File: src/rtl/sn_dispatch_arbiter_pkg.sv
// sn_dispatch_pkg: shared definitions for the snooper dispatch arbiter.
//   state_t       : dispatch FSM encoding (IDLE / OFFER / WRITE / DONE)
//   sel_width()   : width of a core index, never narrower than 1 bit
//   *_CNT_*       : statistics counter widths and saturation value
package sn_dispatch_pkg;

  typedef enum logic [1:0] {
    ST_IDLE  = 2'd0,
    ST_OFFER = 2'd1,
    ST_WRITE = 2'd2,
    ST_DONE  = 2'd3
  } state_t;

  localparam int PKT_CNT_WIDTH  = 32;
  localparam int DROP_CNT_WIDTH = 16;
  localparam logic [DROP_CNT_WIDTH-1:0] DROP_CNT_MAX = 16'hFFFF;

  // A single core still needs a 1-bit index port.
  function automatic int sel_width(input int n);
    return (n <= 2) ? 1 : $clog2(n);
  endfunction

endpackage

File: src/rtl/sn_dispatch_arbiter_rr_pick.sv
// rr_pick: combinational round-robin picker.
//   req       in  N          request vector
//   last      in  SEL_WIDTH  index granted most recently
//   grant     out SEL_WIDTH  first requester after last, wrapping
//   any_valid out 1          at least one request is present
module rr_pick #(
  parameter int N         = 4,
  parameter int SEL_WIDTH = 2
) (
  input  logic [N-1:0]         req,
  input  logic [SEL_WIDTH-1:0] last,
  output logic [SEL_WIDTH-1:0] grant,
  output logic                 any_valid
);

  // Scan last+1 .. last+N (mod N); the first hit wins and later hits are masked.
  always_comb begin
    grant     = '0;
    any_valid = 1'b0;
    for (int i = 1; i <= N; i++) begin
      grant     = (req[(int'(last) + i) % N] && !any_valid)
                  ? SEL_WIDTH'((int'(last) + i) % N) : grant;
      any_valid = any_valid | req[(int'(last) + i) % N];
    end
  end

endmodule

File: src/rtl/sn_dispatch_arbiter.sv
// sn_dispatch_arbiter: shares one snooper among N_CORES packet filter cores.
// A free, enabled core buffer is chosen round-robin, offered to the snooper as
// a single rdy_for_sn/ack endpoint, then the packet writes and the done
// handshake are steered to that core.
// Ports:
//   clk, rst (async, active-low)      core_en          per-core enable mask
//   sn_addr/sn_wr_data/sn_wr_en/sn_byte_inc           snooper write side
//   sn_done / sn_done_ack             end-of-packet handshake with snooper
//   rdy_for_sn / rdy_for_sn_ack       buffer offer/claim with snooper
//   core_rdy_for_sn / core_rdy_for_sn_ack             per-core offer/claim
//   core_sn_addr/_wr_data/_byte_inc   registered broadcast write fields
//   core_sn_wr_en                     registered one-hot write strobe
//   core_sn_done / core_sn_done_ack   per-core done handshake
//   cur_sel, pkt_cnt, drop_wr_cnt     status
module sn_dispatch_arbiter
  import sn_dispatch_pkg::*;
#(
  parameter int N_CORES           = 4,
  parameter int SN_FWD_ADDR_WIDTH = 8,
  parameter int SN_FWD_DATA_WIDTH = 64,
  parameter int INC_WIDTH         = 4,
  parameter int SEL_WIDTH         = sel_width(N_CORES)
) (
  input  logic                         clk,
  input  logic                         rst,
  input  logic [N_CORES-1:0]           core_en,
  input  logic [SN_FWD_ADDR_WIDTH-1:0] sn_addr,
  input  logic [SN_FWD_DATA_WIDTH-1:0] sn_wr_data,
  input  logic                         sn_wr_en,
  input  logic [INC_WIDTH-1:0]         sn_byte_inc,
  input  logic                         sn_done,
  output logic                         sn_done_ack,
  output logic                         rdy_for_sn,
  input  logic                         rdy_for_sn_ack,
  input  logic [N_CORES-1:0]           core_rdy_for_sn,
  output logic [N_CORES-1:0]           core_rdy_for_sn_ack,
  output logic [SN_FWD_ADDR_WIDTH-1:0] core_sn_addr,
  output logic [SN_FWD_DATA_WIDTH-1:0] core_sn_wr_data,
  output logic [INC_WIDTH-1:0]         core_sn_byte_inc,
  output logic [N_CORES-1:0]           core_sn_wr_en,
  output logic [N_CORES-1:0]           core_sn_done,
  input  logic [N_CORES-1:0]           core_sn_done_ack,
  output logic [SEL_WIDTH-1:0]         cur_sel,
  output logic [PKT_CNT_WIDTH-1:0]     pkt_cnt,
  output logic [DROP_CNT_WIDTH-1:0]    drop_wr_cnt
);

  state_t                       state_r;
  state_t                       state_next_s;
  logic [SEL_WIDTH-1:0]         sel_r;
  logic [SEL_WIDTH-1:0]         last_r;
  logic [SEL_WIDTH-1:0]         pick_s;
  logic                         any_s;
  logic [N_CORES-1:0]           cand_s;
  logic [N_CORES-1:0]           sel_oh_s;
  logic                         sel_live_s;
  logic                         claim_s;
  logic                         done_ack_s;
  logic                         fwd_s;
  logic                         rdy_r;
  logic [N_CORES-1:0]           wr_en_r;
  logic [N_CORES-1:0]           done_r;
  logic [SN_FWD_ADDR_WIDTH-1:0] addr_r;
  logic [SN_FWD_DATA_WIDTH-1:0] data_r;
  logic [INC_WIDTH-1:0]         inc_r;
  logic [PKT_CNT_WIDTH-1:0]     pkt_r;
  logic [DROP_CNT_WIDTH-1:0]    drop_r;

  assign cand_s = core_rdy_for_sn & core_en;

  rr_pick #(
    .N         (N_CORES),
    .SEL_WIDTH (SEL_WIDTH)
  ) u_rr_pick (
    .req       (cand_s),
    .last      (last_r),
    .grant     (pick_s),
    .any_valid (any_s)
  );

  // One-hot decode of the selected core index.
  always_comb begin
    sel_oh_s = '0;
    for (int i = 0; i < N_CORES; i++) begin
      sel_oh_s[i] = (sel_r == SEL_WIDTH'(i));
    end
  end

  assign sel_live_s = |(sel_oh_s & cand_s);
  assign claim_s    = (state_r == ST_OFFER) && rdy_for_sn_ack;
  // done_r is only ever the selected core's bit, so any matching ack is from sel.
  assign done_ack_s = (state_r == ST_DONE) && (|(done_r & core_sn_done_ack));
  assign fwd_s      = (state_r == ST_WRITE) && sn_wr_en;

  // Next-state logic; a claim beats a simultaneous withdrawal.
  always_comb begin
    state_next_s = state_r;
    case (state_r)
      ST_IDLE: begin
        if (any_s) state_next_s = ST_OFFER;
        else       state_next_s = ST_IDLE;
      end
      ST_OFFER: begin
        if (rdy_for_sn_ack)   state_next_s = ST_WRITE;
        else if (!sel_live_s) state_next_s = ST_IDLE;
        else                  state_next_s = ST_OFFER;
      end
      ST_WRITE: begin
        if (sn_done) state_next_s = ST_DONE;
        else         state_next_s = ST_WRITE;
      end
      ST_DONE: begin
        if (done_ack_s) state_next_s = ST_IDLE;
        else            state_next_s = ST_DONE;
      end
      default: state_next_s = ST_IDLE;
    endcase
  end

  // FSM state, selection and round-robin pointer; reset makes core 0 first.
  always_ff @(posedge clk or negedge rst) begin
    if (!rst) begin
      state_r <= ST_IDLE;
      rdy_r   <= 1'b0;
      sel_r   <= '0;
      last_r  <= SEL_WIDTH'(N_CORES - 1);
    end else begin
      state_r <= state_next_s;
      rdy_r   <= (state_next_s == ST_OFFER);
      if ((state_r == ST_IDLE) && any_s) sel_r <= pick_s;
      if (done_ack_s) last_r <= sel_r;
    end
  end

  // Write forwarding: broadcast fields hold between writes, strobe is one-hot.
  always_ff @(posedge clk or negedge rst) begin
    if (!rst) begin
      wr_en_r <= '0;
      addr_r  <= '0;
      data_r  <= '0;
      inc_r   <= '0;
    end else begin
      wr_en_r <= fwd_s ? sel_oh_s : '0;
      if (fwd_s) begin
        addr_r <= sn_addr;
        data_r <= sn_wr_data;
        inc_r  <= sn_byte_inc;
      end
    end
  end

  // Done request to the core, plus packet and dropped-write statistics.
  always_ff @(posedge clk or negedge rst) begin
    if (!rst) begin
      done_r <= '0;
      pkt_r  <= '0;
      drop_r <= '0;
    end else begin
      done_r <= ((state_r == ST_DONE) && !done_ack_s) ? sel_oh_s : '0;
      if (done_ack_s) pkt_r <= pkt_r + 32'd1;
      if (sn_wr_en && (state_r != ST_WRITE) && (drop_r != DROP_CNT_MAX))
        drop_r <= drop_r + 16'd1;
    end
  end

  assign rdy_for_sn          = rdy_r;
  assign core_rdy_for_sn_ack = claim_s ? sel_oh_s : '0;
  assign sn_done_ack         = done_ack_s;
  assign core_sn_wr_en       = wr_en_r;
  assign core_sn_addr        = addr_r;
  assign core_sn_wr_data     = data_r;
  assign core_sn_byte_inc    = inc_r;
  assign core_sn_done        = done_r;
  assign cur_sel             = sel_r;
  assign pkt_cnt             = pkt_r;
  assign drop_wr_cnt         = drop_r;

endmodule

File: config.mk
export PLATFORM = sky130hd
export DESIGN_NAME = sn_dispatch_arbiter
export DESIGN_NICKNAME = d
export VERILOG_FILES = /design/src/rtl/sn_dispatch_arbiter_pkg.sv /design/src/rtl/sn_dispatch_arbiter_rr_pick.sv /design/src/rtl/sn_dispatch_arbiter.sv
export SDC_FILE = /design/constraint.sdc
export NUM_CORES = 1
export LEC_CHECK = 0
export CELL_PAD_IN_SITES_DETAIL_PLACEMENT = 1
export CELL_PAD_IN_SITES_GLOBAL_PLACEMENT = 1
export CORE_MARGIN = 2
export CORE_UTILIZATION = 31
export DETAILED_ROUTE_END_ITERATION = 6
export PLACE_DENSITY_LB_ADDON = 0.1
export SKIP_CTS_REPAIR_TIMING = 1
export SLEW_MARGIN = 20
export SYNTH_ARGS = -nofsm -noshare
export SYNTH_HDL_FRONTEND = slang
export SYNTH_HIERARCHICAL = 1
export SYNTH_SLANG_ARGS = --single-unit
File: constraint.sdc
create_clock -name clk -period 1.7 [get_ports clk]
set_input_delay 0.34 -clock clk [delete_from_list [all_inputs] [get_ports clk]]
set_output_delay 0.34 -clock clk [all_outputs]
set_load 0.01 [all_outputs]
==> flow.log, run 1 <==
[flow] collecting metrics
INFO  metric outcome = finished with violations
INFO  metric failed_checks = setup timing
INFO  metric final_layout_top_logic_cells = sky130_fd_sc_hd__clkdlybuf4s50_1 (131), sky130_fd_sc_hd__dfrtp_1 (125), sky130_fd_sc_hd__dlymetal6s2s_1 (95), sky130_fd_sc_hd__buf_4 (83), sky130_fd_sc_hd__mux2_2 (82)
INFO  metric yosys.stat.seqShare = 0.584
INFO  metric count_of_max_cap_constraint_violations = 0
INFO  metric final.signal_inverter_count = 7
INFO  metric slew_viol_final = 0
INFO  metric edff_count_synth = 0
INFO  metric min-delay-path-class = input port to async pin
INFO  metric worstPathCellList = a22oi_2 -> buf_4 -> a2111o_1 -> buf_6 -> buf_4 -> nor2_4 -> xor2_1
INFO  metric final_layout_size_suffix_gt1_frac = 0.338
INFO  metric adder_share = 0.00420
INFO  metric globalRouteTotalUtil = 0.176
INFO  metric xor_area_frac = 0.0632
INFO  metric worst_slew_pin_slew = approximately 0.48 ns
INFO  metric timing_hold_violations_final = 0
INFO  metric slowest_delay = 0.41 ns
INFO  metric layout.clock_buffers = 18
INFO  metric cts_made_buffers = 17
INFO  metric drt_iter0_markers = 204
INFO  metric post-synth-top-area-cell = sky130_fd_sc_hd__dfrtp_1
INFO  metric route.antenna.remaining_nets = 0
INFO  metric area_after_detailed_placement = a little over 9000 um2
INFO  metric layout.cells.largest_class = sequential cells
INFO  metric combGateArea = about 2500 um2
INFO  metric antenna_found_initial = 0
INFO  metric cell_int_power = 10.4 mW
INFO  metric initial_core_util = 0.317
INFO  metric count_of_tool_warnings = 28
INFO  metric rsz0062_at_grt = yes
INFO  metric leakage = 5.64 nW
INFO  metric critPathArrivalTime = between 2 and 2.5 ns
INFO  metric netlist-cell-type-count = roughly 45
INFO  metric postSynthRegisterBits = 139
INFO  metric critical_path.reg2reg.endpoint = pkt_cnt[15]
INFO  metric syn-instance-count = 449
INFO  metric post-route-min-period = approximately 1.8 ns
INFO  metric min_period_over_period = 1.07
INFO  metric place_hpwl = ~14 mm
INFO  metric total_switching_power = about 4.8 mW
INFO  metric highest_metal_layer_with_signal_wires = met4
INFO  metric die.size.x = 143 um
INFO  metric finalSetupViolCount = 25
INFO  metric top_level_ports = about 230
INFO  metric antenna_cells = 1
INFO  metric synth.cell_area = a little under 6000 um2
INFO  metric ys.flop_type = sky130_fd_sc_hd__dfrtp_1
INFO  metric number_of_input_and_output_port_buffers_inserted = around 230
INFO  metric routed_wl = between 15 and 20 mm
INFO  metric combPwrFrac = 0.422
INFO  metric worstSetupEndpoint = pkt_cnt[15]
INFO  metric critical_path_cell_count = 7
INFO  metric timing.setup.tns = -1.12 ns
INFO  metric wl_met3 = 1.15 mm
INFO  metric worstReg2RegStart = core_sn_done[0]
INFO  metric lay_top_count = sky130_fd_sc_hd__clkdlybuf4s50_1
INFO  metric placedCellCount = a little under 1,000
INFO  metric final.signal_buffer_count = between 300 and 400
INFO  metric root_buffer_master = sky130_fd_sc_hd__clkbuf_16
INFO  metric area.share.sequential = 0.338
INFO  metric drt-wirelength-per-cell = around 18 um
INFO  metric crit_slowest_cell = sky130_fd_sc_hd__dfrtp_1
INFO  metric max-clock-path-buffers = 2
INFO  metric p_sw_frac = 0.315
INFO  metric nWellTaps = roughly 230
INFO  metric r2r_setup_slack = -0.13 ns
INFO  metric required = 2.00 ns
INFO  metric vias_in_the_first_global_route = approximately 5,000
INFO  metric grt_first_pass_wirelength = 27.8 mm
INFO  metric gpl.final_weighted_congestion = between 0.7 and 0.8
INFO  metric finalPower = between 15 and 20 mW
INFO  metric synthSimpleGateAreaFrac = 0.132
INFO  metric wl_met1 = between 7 and 8 mm
INFO  metric synth_async_sr_flop_share = 1.00
INFO  metric crit_path_from = core_sn_done[0]
INFO  metric cts.sinks = roughly 140
INFO  metric tritoncts = done
INFO  metric path_common_cell = sky130_fd_sc_hd__buf_4
INFO  metric cts-htree-levels = 4
INFO  metric synth_largest_type_area_fraction = 0.575
INFO  metric element_type_at_the_critical_path_start = flop
INFO  metric synth_dominant_cell_count = sky130_fd_sc_hd__dfrtp_1
INFO  metric synth-area-yosys = ~6000 um2
INFO  metric die_height = 143 um
INFO  metric top_cells_by_area = sky130_fd_sc_hd__dfrtp_1 (58%), sky130_fd_sc_hd__mux2_2 (15%), sky130_fd_sc_hd__xnor2_1 (3.2%)
INFO  metric pre_cts_ws = -0.595 ns
INFO  metric slew_headroom = 0.679
INFO  metric fill_cells = between 1,500 and 2,000
INFO  metric ys_warn_count = 6
INFO  metric design.die.area = around 20,000 um2
INFO  metric post_synth_mux_area_share = 0.166
INFO  metric clkCellAreaFrac = 0.0548
INFO  metric area.share.combinational = 0.247
INFO  metric sequential_cell_count = ~140
INFO  metric timing.fmax = approximately 550 MHz
INFO  metric critical-path-top-delay-family = AND-OR/OR-AND gates
INFO  metric cts.clk_slew.worst_paths = about 0.06 ns
INFO  metric ff2ff_path_depth = 7
INFO  metric aoi_share = 0.0292
INFO  metric worst-path-buf-inv = 3
INFO  metric largest_vdd_supply_drop = about 850 uV
INFO  metric area.sequential = about 3500 um2
INFO  metric largest_fanout_on_the_critical_path = 6
INFO  metric nonClkBufAreaFrac = 0.329
INFO  metric final_cell_count_no_fill = between 1,000 and 1,500
INFO  metric ys_cells = 449
INFO  metric power_density = ~1500 nW/um2
INFO  metric hold-worst-slack = around 0.40 ns
INFO  metric postSynthNetCount = 544
INFO  metric power_frac_seq = 0.344
INFO  metric critical_path.endpoint_type = flop
INFO  metric dr.pass1.iters = 4
INFO  metric wl_met2 = around 9.5 mm
INFO  metric synth.cells.most_frequent = sky130_fd_sc_hd__dfrtp_1 (137), sky130_fd_sc_hd__mux2_2 (82), sky130_fd_sc_hd__xnor2_1 (22)
INFO  metric syn_avg_cell_area = 13.3 um2
INFO  metric globalRoute.totalOverflow = 0
INFO  metric timing.setup.critical_path_class = flop to flop
INFO  metric layout.nets = 872
INFO  metric route.detailed.drc = 0
INFO  metric layout_stage_area_growth_over_the_synthesis_result = 73.4%
INFO  metric final.setup.worst_slack = -0.127 ns
INFO  metric routed-via-count = between 4,000 and 5,000
INFO  metric yosys-dominant-comb-family = multiplexers
INFO  metric logic_gates = between 200 and 300
INFO  metric largest_net_degree_at_the_start_of_global_routing = between 40 and 50
INFO  metric post_drt_via_cell_ratio = roughly 4.7
==> run 1: state kept, by name (all words and copies together), names as in the netlist <==
register / count
rdy_for_sn: 1
last_r: 2
core_sn_addr: 8
core_sn_done: 4
state_r: 2
drop_wr_cnt: 16
core_sn_byte_inc: 4
cur_sel: 2
core_sn_wr_en: 4
core_sn_wr_data: 64
pkt_cnt: 32
==> run 1: power by group through the flow <==
stage,sequential (mW),clock [mW],combinational (mW)
final,5.24,3.56,6.44
after global placement,5.23,0,6.16
after CTS,5.29,3.68,6.33
after floorplan,5.73,0,2.01
after global routing,5.41,3.84,6.90
after detailed placement,5.34,0,6.29
==> run 1: metal layers <==
layer / track usage / up-vias
li1: - / 2256
met1: 0.217 / 2436
met2: 0.294 / 151
met3: 0.0540 / 17
met4: 0.0584 / 0
met5: 0 / -
Fig. 1: run 1, routing congestion
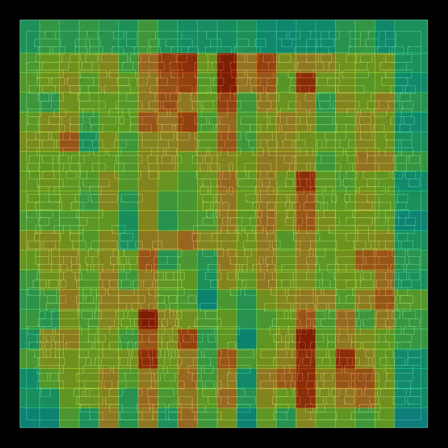
met1 usage in global routing: 0.217
global routing usage on met3: 0.0540
utilization after layout: 0.550
layer with the highest usage: met2

Fig. 2: run 1, clock wires, drivers and flops
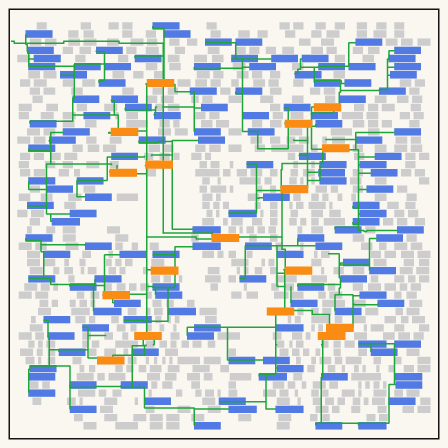
flip-flops -> blue  # count 139
clock-net drivers -> orange  # count 17
clock wires -> green  # length 2,020 um
routed clock nets = 18
flops lie = widely spread
power in the clock group: 3.56 mW
clock latency at the later pin of the worst-skew pair: 0.42 ns
power share of the clock group: 0.234
Fin Clk Skew: 0.00800 ns

Fig. 3: run 1, placed cells, one color a class
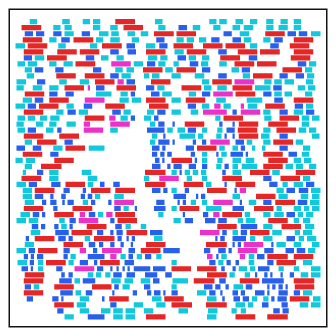
clock drivers and dummy loads -> magenta  # cells 32, share of their area 5.6%
remaining buffers and delay cells -> cyan  # cells 329, share of their area 34%
remaining logic cells -> blue  # cells 290, share of their area 26%
sequential cells -> red  # cells 139, share of their area 35%
total number of placement rows: 50
Design Area, Final: 10,300 um2
core outline area: 18,800 um2

==> run 1 -> run 2 <==
ABC_CLOCK_PERIOD_IN_PS = 1700   (was not set)
Fig. 4: run 2, clock wires, drivers and flops
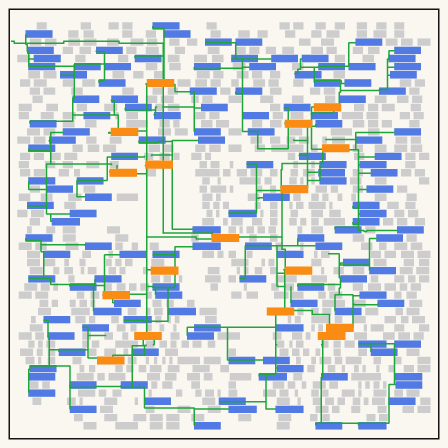
clock-net drivers -> orange  # count 17
clock wires -> green  # length 2,020 um
flip-flops -> blue  # count 139
flops lie = widely spread

==> run 2 against run 1 <==
The run still ends with setup timing left; worst hold slack unchanged; largest power group unchanged; register-to-register slack is essentially flat; final area stayed put.
==> flow.log, run 2 <==
[flow] collecting metrics
INFO  metric outcome = finished with violations (unchanged)
INFO  metric failed_checks = setup timing (unchanged)
INFO  metric routed-via-count = 4,860 (unchanged)
INFO  metric hold-worst-slack = 0.399 ns (unchanged)
INFO  metric sequential_cell_count = 139 (unchanged)
INFO  metric layout.clock_buffers = 18 (unchanged)
INFO  metric ys.flop_type = sky130_fd_sc_hd__dfrtp_1 (unchanged)
INFO  metric cts-htree-levels = 4 (unchanged)
INFO  metric met1_usage = 0.217 (unchanged)
INFO  metric xor_area_frac = 0.0632 (unchanged)
INFO  metric globalRouteTotalUtil = 0.176 (unchanged)
INFO  metric cts.clk_slew.worst_paths = 0.06 ns (about the same)
INFO  metric place_hpwl = 13.5 mm (unchanged)
INFO  metric worst_slew_pin_slew = 0.479 ns (unchanged)
INFO  metric wl_met2 = 9.48 mm (unchanged)
INFO  metric nonClkBufAreaFrac = 0.329 (unchanged)
INFO  metric largest_net_degree_at_the_start_of_global_routing = 46 (unchanged)
INFO  metric flip_flop_count_of_the_largest_register_after_layout = 64 (unchanged)
INFO  metric synthSimpleGateAreaFrac = 0.132 (unchanged)
INFO  metric fin_worst_skew = 0.00800 ns (unchanged)
INFO  metric largest_fanout_on_the_critical_path = 6 (unchanged)
INFO  metric final.signal_inverter_count = 7 (unchanged)
INFO  metric timing.fmax = 547 MHz (unchanged)
INFO  metric yosys-dominant-comb-family = multiplexers (unchanged)
INFO  metric syn_avg_cell_area = 13.3 um2 (unchanged)
INFO  metric ff2ff_path_depth = 7 (unchanged)
INFO  metric cts.sinks = 139 (unchanged)
INFO  metric number_of_input_and_output_port_buffers_inserted = 232 (unchanged)
INFO  metric worstPathCellList = a22oi_2 -> buf_4 -> a2111o_1 -> buf_6 -> buf_4 -> nor2_4 -> xor2_1 (unchanged)
INFO  metric final_cell_count_no_fill = 1,025 (unchanged)
INFO  metric largest_vdd_supply_drop = 852 uV (unchanged)
INFO  metric clock_latency_at_the_later_pin_of_the_worst_skew_pair = 0.42 ns (about the same)
INFO  metric post_drt_via_cell_ratio = 4.74 (unchanged)
INFO  metric critPathArrivalTime = 2.13 ns (about the same)
INFO  metric die.size.x = 143 um (unchanged)
INFO  metric root_buffer_master = sky130_fd_sc_hd__clkbuf_16 (unchanged)
INFO  metric area_after_detailed_placement = 9080 um2 (unchanged)
INFO  metric post-synth-top-area-cell = sky130_fd_sc_hd__dfrtp_1 (unchanged)
INFO  metric tritoncts = done (unchanged)
INFO  metric r2r_setup_slack = -0.13 ns (about the same)
INFO  metric required = 2.00 ns (about the same)
INFO  metric area.share.combinational = 0.247 (unchanged)
INFO  metric combPwrFrac = 0.422 (about the same)
INFO  metric drt-wirelength-per-cell = 18.2 um (unchanged)
INFO  metric grt_first_pass_wirelength = 27.8 mm (unchanged)
INFO  metric count_of_tool_warnings = 28 (unchanged)
INFO  metric final_area = 10,300 um2 (unchanged)
INFO  metric p_sw_frac = 0.315 (unchanged)
INFO  metric highest_metal_layer_with_signal_wires = met4 (unchanged)
INFO  metric netlist-cell-type-count = 45 (unchanged)
INFO  metric slew_headroom = 0.679 (unchanged)
INFO  metric critical_path_cell_count = 7 (unchanged)
INFO  metric placedCellCount = 962 (unchanged)
INFO  metric aoi_share = 0.0292 (unchanged)
INFO  metric area.sequential = 3500 um2 (unchanged)
INFO  metric element_type_at_the_critical_path_start = flop (unchanged)
INFO  metric slowest_delay = 0.41 ns (about the same)
INFO  metric ys_cells = 449 (unchanged)
INFO  metric slew_viol_final = 0 (unchanged)
INFO  metric core_region_area = 18,800 um2 (unchanged)
INFO  metric rsz0062_at_grt = yes (unchanged)
INFO  metric synth.cell_area = 5960 um2 (unchanged)
INFO  metric syn-instance-count = 449 (unchanged)
INFO  metric postSynthRegisterBits = 139 (unchanged)
INFO  metric worstSetupEndpoint = pkt_cnt[15] (unchanged)
INFO  metric area.share.sequential = 0.338 (unchanged)
INFO  metric antenna_cells = 1 (unchanged)
INFO  metric timing_hold_violations_final = 0 (unchanged)
INFO  metric gpl.final_weighted_congestion = 0.768 (unchanged)
INFO  metric finalSetupViolCount = 25 (unchanged)
INFO  metric final.signal_buffer_count = 329 (unchanged)
INFO  metric crit_path_from = core_sn_done[0] (unchanged)
INFO  metric min-delay-path-class = input port to async pin (unchanged)
INFO  metric core.rowCount = 50 (unchanged)
INFO  metric logic_gates = 283 (unchanged)
INFO  metric path_common_cell = sky130_fd_sc_hd__buf_4 (unchanged)
INFO  metric crit_slowest_cell = sky130_fd_sc_hd__dfrtp_1 (unchanged)
INFO  metric power_frac_seq = 0.344 (about the same)
INFO  metric final.setup.worst_slack = -0.127 ns (unchanged)
INFO  metric ys_warn_count = 6 (unchanged)
-- run 2: cell counts after synthesis --
No cell type changed its count.
-- run 2: stage by stage --
step,utilization,setup slack (ns),power (mW)
6_report,0.550,-0.127,15.2
5_1_grt,0.550,-0.210,16.1
4_1_cts,0.514,-0.646,15.3
3_5_place_dp,0.484,-0.595,11.6
3_3_place_gp,0.484,-0.592,11.4
2_1_floorplan,-,-0.0183,7.74
-- run 2: power by group through the flow --
stage	Sequential (mW)	Combinational, mW	Clock (mW)
6_report	5.24	6.44	3.56
5_1_grt	5.41	6.90	3.84
4_1_cts	5.29	6.33	3.68
3_5_place_dp	5.34	6.29	0
3_3_place_gp	5.23	6.16	0
2_1_floorplan	5.73	2.01	0
Power figures rest on the tool's default switching activity, not on a simulated workload.
